Fig. 1: run 1, the clock network
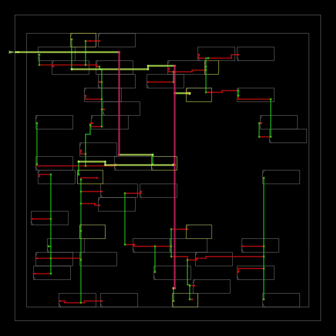
Fig. 2: run 1, M4 wires
Drawn at 6 px/um.
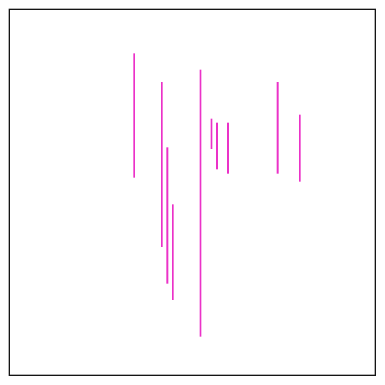
Fig. 3: run 1, selected gate families
Drawn at 6 px/um.
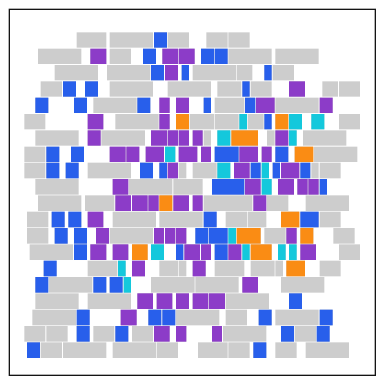
Fig. 4: run 1, signal wires by layer
Drawn at 4 px/um. Two of the layers only.
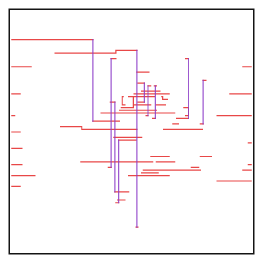
`config.mk`:
```
export PLATFORM = sky130hd
export DESIGN_NAME = irq_encoder_16x4
export DESIGN_NICKNAME = d
export VERILOG_FILES = /design/src/rtl/irq_encoder_16x4.sv
export SDC_FILE = /design/constraint.sdc
export NUM_CORES = 1
export LEC_CHECK = 0
export CAP_MARGIN = 20
export CORE_MARGIN = 2
export CORE_UTILIZATION = 61
export CTS_BUF_LIST = sky130_fd_sc_hd__clkbuf_8
export CTS_CLUSTER_DIAMETER = 120
export CTS_CLUSTER_SIZE = 14
export DETAILED_ROUTE_END_ITERATION = 7
export PLACE_DENSITY = 0.87
export SETUP_SLACK_MARGIN = 0.15
export SLEW_MARGIN = 20
export SYNTH_ARGS = -nofsm -noshare
export SYNTH_HDL_FRONTEND = slang
export SYNTH_SLANG_ARGS = --single-unit
```
`constraint.sdc`:
```
create_clock -name clk -period 5.45 [get_ports clk]
set_input_delay 0.8175 -clock clk [delete_from_list [all_inputs] [get_ports clk]]
set_output_delay 0.8175 -clock clk [all_outputs]
set_load 0.01 [all_outputs]
```
`src/rtl/irq_encoder_16x4.sv`:
```
// Registered 16-to-4 priority encoder with falling-edge request capture and a
// valid/ack handshake. R[0] has the highest priority.
module irq_encoder_16x4 (
    input  logic        clk,
    input  logic        rst_n,
    input  logic        E,
    input  logic [15:0] R,
    input  logic        ack,
    output logic [3:0]  Y,
    output logic        V,
    output logic        OVF
);

    typedef enum logic {StIdle, StGrant} state_e;

    state_e      state_q;
    logic [15:0] prev_q;
    logic [15:0] pending_q;
    logic [15:0] fall;
    logic [15:0] clr;
    logic [15:0] pend_eff;
    logic [3:0]  sel;

    always_comb begin
        fall = prev_q & ~R;
        clr  = '0;
        if (ack && V) begin
            clr[Y] = 1'b1;
        end
        // The bit being acked this cycle must not be re-selected.
        pend_eff = pending_q & ~clr;
        sel      = 4'h0;
        for (int i = 15; i >= 0; i--) begin
            if (pend_eff[i]) begin
                sel = 4'(i);
            end
        end
    end

    always_ff @(posedge clk) begin
        if (!rst_n) begin
            state_q   <= StIdle;
            prev_q    <= 16'hFFFF;
            pending_q <= '0;
            Y         <= 4'h0;
            V         <= 1'b0;
            OVF       <= 1'b0;
        end else begin
            prev_q    <= R;
            // Set wins over a same-cycle clear.
            pending_q <= fall | (pending_q & ~clr);
            if (|(fall & pending_q & ~clr)) begin
                OVF <= 1'b1;
            end
            case (state_q)
                StIdle: begin
                    if (!E && (|pending_q)) begin
                        Y       <= sel;
                        V       <= 1'b1;
                        state_q <= StGrant;
                    end
                end
                StGrant: begin
                    if (E) begin
                        V       <= 1'b0;
                        state_q <= StIdle;
                    end else if (ack) begin
                        if (|pend_eff) begin
                            Y <= sel;
                        end else begin
                            V       <= 1'b0;
                            state_q <= StIdle;
                        end
                    end
                end
                default: begin
                    V       <= 1'b0;
                    state_q <= StIdle;
                end
            endcase
        end
    end

endmodule

```
==> flow_summary_export.csv, run 1 <==
group,metric,value,unit
clock_network,htreeDepth,2,
yosys,top_area_cell,"dfxtp_1",
placement,pre_cts_slack,2.25,ns
detailed_routing,dr.pass1.iters,4,
setup_path,ff2ff_setup_slack,2.93,ns
setup_path,timing_worst_setup_path_type,"input port to flop",
power,p_leak,0.854,nW
sta,slew_violations,0,
clock_network,hold_buffers,0,
yosys,top_area_share,39.7,%
clock_network,insertion_delay,0.30,ns
yosys,async_flop_share,0,%
detailed_routing,avgRoutedWirePerCell,15.7,um
sta,fin_skew,0.00729,ns
job,max_cap_violations,0,
setup_path,cp-endpoint,"Y[0]$_SDFFE_PN0P_",
final_layout,diodes,0,
placement,placed_cells,276,
power,cellPowerDensity,287,nW/um2
clock_network,cts_resized,0,
die,core-area,3050,um2
sta,hold_violations,0,
sta,fin_setup_tns,0,ns
power,total_power,663,uW
final_layout,fin_nets,259,
sta,relSlewSlack,52.8,%
die,die_area,3690,um2
sta,finalSetupViolations,0,
yosys,area_leaders,"dfxtp_1, nand2b_1, a21boi_0",
yosys,netlist_area,1970,um2
yosys,yosys_cells,215,
setup_path,cpMaxStageDelayCell,"clkdlybuf4s50_1",
yosys,ys.flops,39,
clock_network,clkTransAtPathRegs,0.08,ns
yosys,syn-num-nets,235,
global_route,grt-ovfl-total,0,
power,vdd.ir_drop.worst,0.000183,V
yosys,synth-area-yosys,1970,um2
die,die_w,60.8,um
final_layout,lay_top_count,"dfxtp_1",
yosys,ys_sh_aoi,24.8,%
yosys,flop_cell,"dfxtp_1",
yosys,syn_area_per_cell,9.14,um2
worst_hold_path,hp-class,"flop to flop",
clock_network,cts.path.max_buffers,2,
final_layout,drive_gt1_share,9.58,%
die,io_pins,26,
yosys,yosys_warnings,0,
placement,gp_routability_congestion,1.06,
die,num_rows,20,
global_route,grt_max_degree,43,
detailed_routing,post-route-drc-count,0,
yosys,netlist_instances,215,
yosys,simple_gate_area_share,26.0,%
detailed_routing,drt_iter0_drc,157,
final_layout,postLayoutCoreUtil,75.8,%
detailed_routing,routed_via_density,6.20,
setup_path,end_kind,"flop",
outcome,status,"finished, final reports clean",
setup_path,crit_chain,"clkdlybuf4s50_1, nand4_1, o21ai_0, o211ai_1, a31o_2, a211oi_1, o41ai_1",
sta,finalClockPeriodUsage,54.6,%
global_route,antenna_found_initial,0,
yosys,yosys.area_share.xor_xnor,0,%
setup_path,reg2reg_to,"Y[0]$_SDFFE_PN0P_",
yosys,yosys.area_share.adder,0,%
clock_network,clock-root-buffer,"clkbuf_8",
sta,worst_pin_slew,0.703,ns
yosys,mux_share,4.90,%
final_layout,fin_cells,284,
detailed_routing,ant_nets,0,
clock_network,post-cts-setup-buffers,0,
setup_path,cp-startpoint,"ack",
yosys,topCombFamilyByArea,"simple AND/OR/NAND/NOR gates",
global_route,grt_util_all_layers,28.8,%
About Fig. 1:
CTS buffer count: 5
clock-net power: 217 uW
Seq cells: 39
clock buffers: 7

About Fig. 2:
share of all routed wire = 3.9%
longest straight run = 44.2 um
final wirelength: 4470 um
Via Count: 1762

About Fig. 3:
cyan -> NOR gates  # cells 16, most used nor2_1
purple -> inverting AOI/OAI gates  # cells 62, most used a21boi_0
blue -> NAND gates  # cells 56, most used nand2b_1, where widely spread
orange -> AND and OR gates  # cells 11

About Fig. 4:
red -> met3  # wire length 292 um
purple -> met4  # wire length 176 um

## run 1: cell type report
class / count / area (um2) / share of cell area, %
Multi-Input combinational cell: 161 / 1090 / 47.3
Sequential cell: 39 / 781 / 33.7
Timing Repair Buffer: 26 / 258 / 11.1
Clock buffer: 7 / 96.3 / 4.16
Tap cell: 44 / 55.1 / 2.38
Inverter: 6 / 22.5 / 0.973
Clock inverter: 1 / 7.51 / 0.324
## run 1: how the worst min path moves through the flow
stage,end,from,cells after the start,slack [ns]
after floorplan,V$_SDFFE_PN0P_,state_q$_SDFF_PN0_,1,0.45
after global placement,V$_SDFFE_PN0P_,state_q$_SDFF_PN0_,1,0.47
after detailed placement,V$_SDFFE_PN0P_,state_q$_SDFF_PN0_,1,0.48
after CTS,V$_SDFFE_PN0P_,state_q$_SDFF_PN0_,1,0.48
after global routing,V$_SDFFE_PN0P_,state_q$_SDFF_PN0_,1,0.51
final,V$_SDFFE_PN0P_,state_q$_SDFF_PN0_,1,0.48
## run 1: cells in the mapped netlist, types with 4 or more instances
cell type,n
nand2_1,9
o22ai_1,7
a31oi_1,5
mux2i_1,4
inv_1,6
clkbuf_1,4
o21ai_0,16
dfxtp_1,39
a21boi_0,17
nor2_1,9
mux2_2,4
nand2b_1,37
## run 1: power breakdown
group | switching, mW | leakage [nW] | internal (mW)
clock network | 0.102 | 0.0505 | 0.115
logic | 0.0563 | 0.479 | 0.0612
registers | 0.0233 | 0.325 | 0.305
## run 1: layer usage
metal  global-route usage [%]  vias up  wire length [um]
li1                         -      840                 -
met1                     35.2      815              1840
met2                     47.3       85              2160
met3                     6.61       22               291
met4                     14.6        0               176
met5                        0        -                 0
## run 1: sequential cells by signal (all words and copies together) (netlist names)
register and count:
pending_q 16, V 1, prev_q 16, Y 4, OVF 1, state_q 1
## run 1: logic make-up after synthesis
kind of cell	Yosys count
and+or+nand+nor	83
AOI/OAI and AO/OA	69
buffers and inverters	15
DFF	39
muxes	9
## run 1: critical path, delay by kind of cell
kind,cells,cell delay [ns]
buf+inv,1,0.66
simple gates,1,0.23
compound gates,5,1.43
## run 1: per-stage QoR
| step | hold slack, ns | instance area [um2] |
|---|---|---|
| 3_3_place_gp | 0.468 | 2210 |
| 4_1_cts | 0.483 | 2310 |
| 5_1_grt | 0.505 | 2310 |
| 3_5_place_dp | 0.476 | 2210 |
| 2_1_floorplan | 0.446 | 1970 |
| 6_report | 0.484 | 2310 |
Fig. 5: run 1, ports around the boundary
Drawn at 6 px/um. Pins as bars across the die edge, other pins in gray.
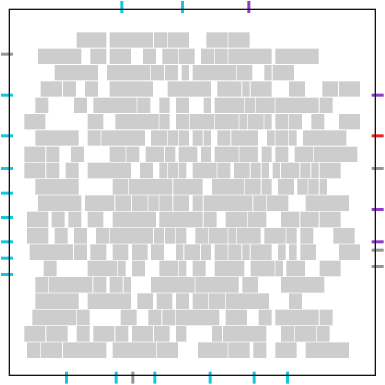

==> run 2: changes to the inputs <==
Settings changed: CORE_UTILIZATION 61 to 51, PLACE_DENSITY 0.87 to 0.78.
Clock period 5.45 ns to 2.65 ns, I/O delays scaled along.
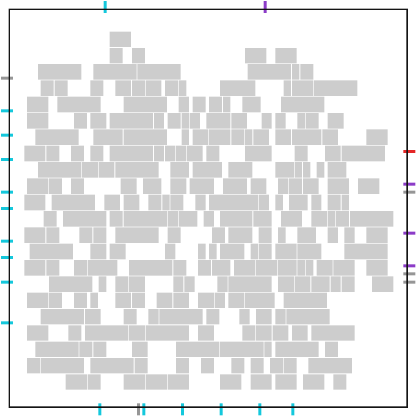
Fig. 6. Ports around the boundary (run 2).
Drawn at 6 px/um. Pins as bars across the die edge, other pins in gray.
purple -> Y  # pins 4, direction output, edge 3 right, 1 top
red -> rst_n  # pins 1, direction input, edge right
cyan -> R  # pins 16, direction input, edge 9 left, 6 bottom, 1 top
all pins by edge = 10 left, 7 right, 7 bottom, 2 top
Die Ht: 66.1 um
Die W: 66.1 um

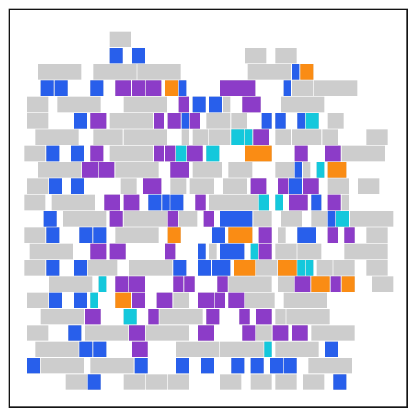
Fig. 7. Selected gate families (run 2).
Drawn at 6 px/um.
logic share of the area: 46.3%
most instantiated logic cell after routing: dfxtp_1
final cell count without fillers: 297

==> run 2 against run 1 <==
Against the previous run:
- synthesized cell count did not move
- register-to-register slack got worse by 2.7 ns
- clock power rose by 75%
- critical path depth did not move
- combinational power rose by 120%
- worst setup slack got worse by 2.3 ns
- count of clock-buffer cells in the layout fell by 2
- wire length fell by 4.4%
- non-clock buffer count rose by 10
- critical endpoint unchanged
==> flow_summary_export.csv, run 2 <==
group,metric,value,unit
yosys,syn_area_per_cell,9.14,um2
global_route,antenna_found_initial,0,
job,max_cap_violations,0,
clock_network,htreeDepth,2,
detailed_routing,avgRoutedWirePerCell,14.4,um
setup_path,cp.arrival,2.64,ns
clock_network,insertion_delay,0.29,ns
setup_path,crit_chain,"clkdlybuf4s50_1, nand4bb_1, o32a_1, and4bb_1, a31oi_1, or3_1, o41ai_1",
final_layout,comb_area,1100,um2
yosys,synth-area-yosys,1970,um2
global_route,grt-ovfl-total,0,
clock_network,cts.sinks,39,
die,io_pins,26,
sta,finalClockPeriodUsage,92.7,%
detailed_routing,dr.pass1.iters,4,
sta,fin_setup_tns,0,ns
detailed_routing,drt_iter0_drc,166,
die,core-area,3690,um2
power,switchingPower,363,uW
clock_network,cts_tree,"built",
setup_path,cp_max_fo,7,
power,p_int,946,uW
power,p_leak,0.895,nW
detailed_routing,routed_via_density,5.77,
clock_network,numCtsBuffers,5,
setup_path,cp_slowest_stage_delay,0.61,ns
final_layout,top_regs,"pending_q: 16 flops, prev_q: 16 flops, Y: 4 flops",
yosys,ys.flops,39,
setup_path,startpoint_type,"input port",
yosys,synth-edff-count,0,
die,die_area,4370,um2
yosys,flop_cell,"dfxtp_1",
clock_network,hold_buffers,0,
yosys,netlist_instances,215,
placement,placed_cells,290,
sta,slew_violations,0,
yosys,netlist_area,1970,um2
detailed_routing,dr_total_vias,1714,
final_layout,fin_nets,269,
sta,relSlewSlack,48.7,%
yosys,yosys_warnings,0,
sta,clock.fmax,0.407,GHz
setup_path,timing_worst_setup_path_type,"input port to flop",
power,switching_share,27.7,%
final_layout,diodes,0,
yosys,ys_top_cells_by_count,"dfxtp_1, nand2b_1, a21boi_0",
yosys,async_flop_share,0,%
placement,port_buffers,25,
final_layout,postLayoutCoreUtil,64.5,%
clock_network,cts.path.max_buffers,2,
global_route,grt_max_degree,26,
final_layout,syn2layout_area_growth,21.1,%
final_layout,final_cell_mix,"dfxtp_1, nand2b_1, clkdlybuf4s50_1",
placement,pre_cts_slack,-0.00522,ns
global_route,grt_util_all_layers,22.3,%
sta,fin_skew,0.00407,ns
final_layout,drive_gt1_share,13.3,%
detailed_routing,routed_wl,4270,um
yosys,top_area_share,39.7,%
job,warnings,27,
yosys,ys_types,50,
yosys,top_area_cell,"dfxtp_1",
clock_network,clkTransAtPathRegs,0.07,ns
sta,rsz0062_at_grt,"yes",
placement,gp_routability_congestion,0.885,
yosys,syn-num-nets,235,
die,num_rows,22,
final_layout,register_area,781,um2
sta,fin_ws,0.194,ns
sta,finalSetupViolations,0,
final_layout,fillers,322,
detailed_routing,post-route-drc-count,0,
global_route,first_global_vias,1641,
power,vdd.ir_drop.worst,0.000416,V
global_route,grt_pass1_wl,7480,um
sta,hold_violations,0,
power,combPwrFrac,19.6,%
detailed_routing,ant_nets,0,
yosys,area_leaders,"dfxtp_1, nand2b_1, a21boi_0",
placement,hpwl,3220,um
yosys,most_common_cell,"dfxtp_1",
sta,min_period,2.46,ns
outcome,status,"finished, final reports clean",
setup_path,cp_data_required_time,2.83,ns
setup_path,end_kind,"flop",
yosys,ys_seq_share,39.7,%
clock_network,clock-root-buffer,"clkbuf_8",
power,clkPwrFrac,28.9,%
worst_hold_path,hp-class,"flop to flop",
die,fp_util,53.3,%
setup_path,cpMaxStageDelayCell,"clkdlybuf4s50_1",
sta,worst_pin_slew,0.764,ns
power,seqPwrFrac,51.5,%
power,cellPowerDensity,550,nW/um2
yosys,yosys_cells,215,
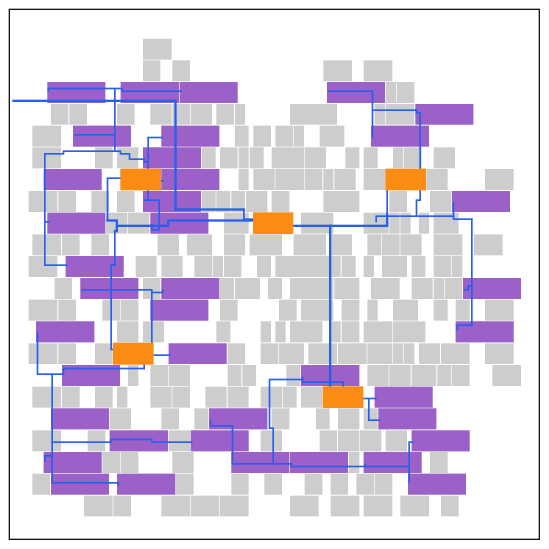
Fig. 8. Clock distribution (run 2).
Drawn at 8 px/um.
orange -> cells driving clock nets  # count 5
blue -> clock wires  # length 431 um
purple -> flip-flops  # count 39
flops lie = widely spread

[run 2: cell counts after synthesis]
Identical to the previous run, type by type.
[run 2: final cells by class]
class	count	area share (%)
repair buffers	36	14.0
multi-input cells	161	46.3
inverters	6	0.946
clock buffers	5	2.89
flip-flops and latches	39	32.8
clock inverters	2	0.578
well taps	48	2.52
[run 2: power by group through the flow]
stage,clock network (mW),registers (mW),logic (mW)
after floorplan,0,0.667,0.174
after global placement,0,0.683,0.249
after detailed placement,0,0.685,0.252
after CTS,0.388,0.671,0.254
after global routing,0.420,0.680,0.286
final,0.379,0.674,0.256
[run 2: repair_timing]
item,4_1_cts,5_1_grt
resized,0,2
setup buffers,0,0
endpoints found under the setup margin,0,5
[run 2: cells by family (layout without fill, tap and decap cells)]
logic type	count (synthesis)	after routing	synth area share [%]
and+or+nand+nor	83	83	26.0
DFF	39	39	39.7
muxes	9	9	4.90
AOI/OAI and AO/OA	69	69	24.8
buffers and inverters	15	49	4.65
[run 2: worst max-delay path, delay by kind of cell]
family          cells  cell delay [ns]
buf+inv             1             0.61
simple gates        3             0.98
compound gates      3             0.64
[run 2: path summary, 6_finish.rpt]
| kind | slack (ns) | endpoint | startpoint | cells past startpoint |
|---|---|---|---|---|
| worst max-delay path | 0.19 | Y[0]$_SDFFE_PN0P_ | ack | 7 |
| worst min-delay path | 0.49 | pending_q[4]$_SDFF_PN0_ | prev_q[4]$_SDFF_PN1_ | 2 |
| worst max register to register | 0.26 | Y[0]$_SDFFE_PN0P_ | Y[0]$_SDFFE_PN0P_ | 6 |
| worst min register to register | 0.49 | pending_q[4]$_SDFF_PN0_ | prev_q[4]$_SDFF_PN1_ | 2 |
[run 2: through the flow]
step / cell area, um2 / total power [mW] / hold slack, ns
finish: 2380 / 1.31 / 0.493
global route: 2380 / 1.38 / 0.524
CTS: 2370 / 1.31 / 0.492
detailed placement: 2290 / 0.936 / 0.474
global placement: 2290 / 0.932 / 0.473
floorplan: 1970 / 0.841 / 0.446
[run 2: routing by layer]
layer  part of all wire [%]  global-route usage (%)  up-vias  wire length (um)
li1                       -                       -      862                 -
met1                     45                    28.9      776              1940
met2                     46                    34.6       65              1950
met3                    6.7                    5.45       11               287
met4                    2.3                    10.2        0                98
met5                      0                       0        -                 0
==> run 3: changes to the inputs <==
Settings changed: HOLD_SLACK_MARGIN from default to 0.15.
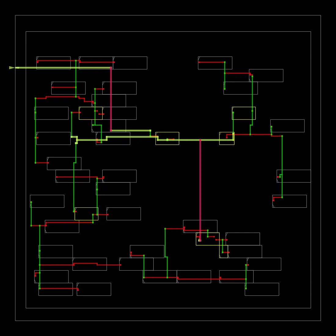
Fig. 9. The clock network (run 3).
clock-net power: 379 uW
Setup Skew: 0.00407 ns
clock buffers: 5

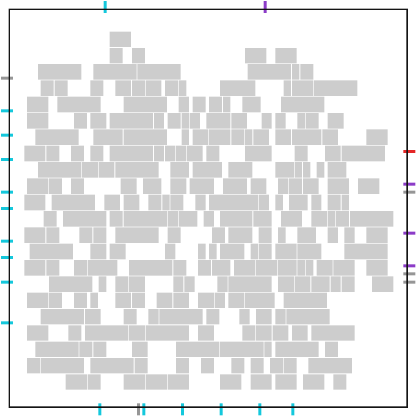
Fig. 10. Ports around the boundary (run 3).
Drawn at 6 px/um. Pins as bars across the die edge, other pins in gray.
red -> rst_n  # pins 1, direction input, edge right
purple -> Y  # pins 4, direction output, edge 3 right, 1 top
cyan -> R  # pins 16, direction input, edge 9 left, 6 bottom, 1 top
all pins by edge = 10 left, 7 right, 7 bottom, 2 top
input/output buffers: 25

==> run 3 against run 2 <==
Against the previous run:
- hold slack unchanged
- via count stayed put
- wire length unchanged
- total power stayed put
- die area stayed put
- flip-flop count did not move
- first-iteration DRC count unchanged
- cell area is the same
- sequential power about the same
- non-clock buffer count stayed put
- register-to-register slack about the same
- largest cell class unchanged
- highest routed layer unchanged
==> flow_summary_export.csv, run 3 <==
group,metric,value,unit
outcome,status,"finished, final reports clean",
global_route,grt-ovfl-total,0,
sta,rsz0062_at_grt,"yes",
yosys,top_area_cell,"dfxtp_1",
power,clkPwrFrac,28.9,%
final_layout,drive_gt1_share,13.3,%
global_route,antenna_found_initial,0,
setup_path,cpMaxStageDelayCell,"clkdlybuf4s50_1",
yosys,area_leaders,"dfxtp_1, nand2b_1, a21boi_0",
setup_path,path_buffers,1,
final_layout,comb_area,1100,um2
sta,relSlewSlack,48.7,%
global_route,grt.busiest_layer,"met2",
clock_network,insertion_delay,0.29,ns
final_layout,postLayoutCoreUtil,64.5,%
power,seqPwrFrac,51.5,%
global_route,first_global_vias,1641,
yosys,syn-num-nets,235,
global_route,grtUsageMet1,28.9,%
sta,hold_slack,0.493,ns
clock_network,post-cts-setup-buffers,0,
setup_path,critical_path.top_delay_family,"simple AND/OR/NAND/NOR gates",
global_route,met3_usage,5.45,%
power,p_int,946,uW
setup_path,cp_max_fo,7,
job,max_cap_violations,0,
yosys,syn_area_per_cell,9.14,um2
final_layout,final_cell_mix,"dfxtp_1, nand2b_1, clkdlybuf4s50_1",
clock_network,cts_tree,"built",
yosys,netlist_area,1970,um2
power,p_leak,0.895,nW
power,cellPowerDensity,550,nW/um2
yosys,flop_cell,"dfxtp_1",
power,switchingPower,363,uW
setup_path,cp_slowest_stage_delay,0.61,ns
setup_path,startpoint_type,"input port",
clock_network,cts.path.max_buffers,2,
die,num_rows,22,
power,combPwrFrac,19.6,%
job,warnings,27,
yosys,synth-edff-count,0,
sta,finalSetupViolations,0,
sta,clock.fmax,0.407,GHz
power,switching_share,27.7,%
sta,fin_setup_tns,0,ns
clock_network,htreeDepth,2,
setup_path,crit_chain,"clkdlybuf4s50_1, nand4bb_1, o32a_1, and4bb_1, a31oi_1, or3_1, o41ai_1",
yosys,ys_top_cells_by_count,"dfxtp_1, nand2b_1, a21boi_0",
sta,worst_pin_slew,0.764,ns
detailed_routing,routed_wl,4270,um
die,die_area,4370,um2
yosys,ys.flops,39,
placement,gp_routability_congestion,0.885,
setup_path,timing_worst_setup_path_type,"input port to flop",
yosys,ys_types,50,
placement,placed_cell_area,2290,um2
setup_path,end_kind,"flop",
sta,finalClockPeriodUsage,92.7,%
worst_hold_path,hp-class,"flop to flop",
final_layout,stdcell_area,2380,um2
clock_network,cts.sinks,39,
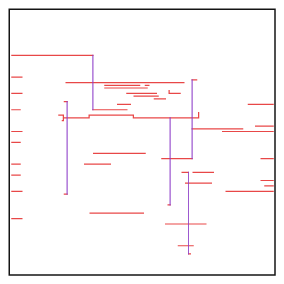
Fig. 11. Signal wires by layer (run 3).
Drawn at 4 px/um. Two of the layers only.
Total Routing Usage GR: 22.3%
wire length per cell: 14.4 um

-- run 3: cell counts in the layout (fill, tap and decap cells not counted) --
Identical to the previous run, type by type.
-- run 3: final timing paths --
path	startpoint	end	slack [ns]	depth (start not counted)
worst max-delay path	ack	Y[0]$_SDFFE_PN0P_	0.19	7
worst min-delay path	prev_q[4]$_SDFF_PN1_	pending_q[4]$_SDFF_PN0_	0.49	2
worst max register to register	Y[0]$_SDFFE_PN0P_	Y[0]$_SDFFE_PN0P_	0.26	6
worst min register to register	prev_q[4]$_SDFF_PN1_	pending_q[4]$_SDFF_PN0_	0.49	2
-- run 3: logic make-up after synthesis --
logic type,count (synthesis),share of synthesized area [%]
mux,9,4.90
simple gates,83,26.0
compound gates,69,24.8
buf+inv,15,4.65
flops,39,39.7
-- run 3: worst reg2reg max path, cell delays in order, from the launching register on --
cell and delay, ns:
dfxtp_1 0.62, mux2_2 0.39, o32ai_1 0.36, and4bb_1 0.32, a31oi_1 0.13, or3_1 0.38
o41ai_1 0.08
-- run 3: final cells by class --
type	instances	area share [%]
well taps	48	2.52
clock inverters	2	0.578
inverters	6	0.946
flip-flops and latches	39	32.8
repair buffers	36	14.0
clock buffers	5	2.89
multi-input cells	161	46.3
-- run 3: per-stage QoR --
stage / setup slack [ns] / instances
after floorplan: 0.573 / 215
after global placement: 0.0534 / 290
after CTS: 0.262 / 297
after global routing: 0.105 / 297
after detailed placement: -0.00522 / 290
final: 0.194 / 297
-- run 3: power by group through the flow --
stage                     registers, mW  logic, mW  clock network, mW
final                             0.674      0.256              0.379
after detailed placement          0.685      0.252                  0
after CTS                         0.671      0.254              0.388
after global routing              0.680      0.286              0.420
after floorplan                   0.667      0.174                  0
after global placement            0.683      0.249                  0
-- run 3: layer usage --
layer / vias up / wire length [um]
li1: 862 / -
met1: 776 / 1940
met2: 65 / 1950
met3: 11 / 287
met4: 0 / 98
met5: - / 0
Power is estimated from default activity; no workload was simulated.
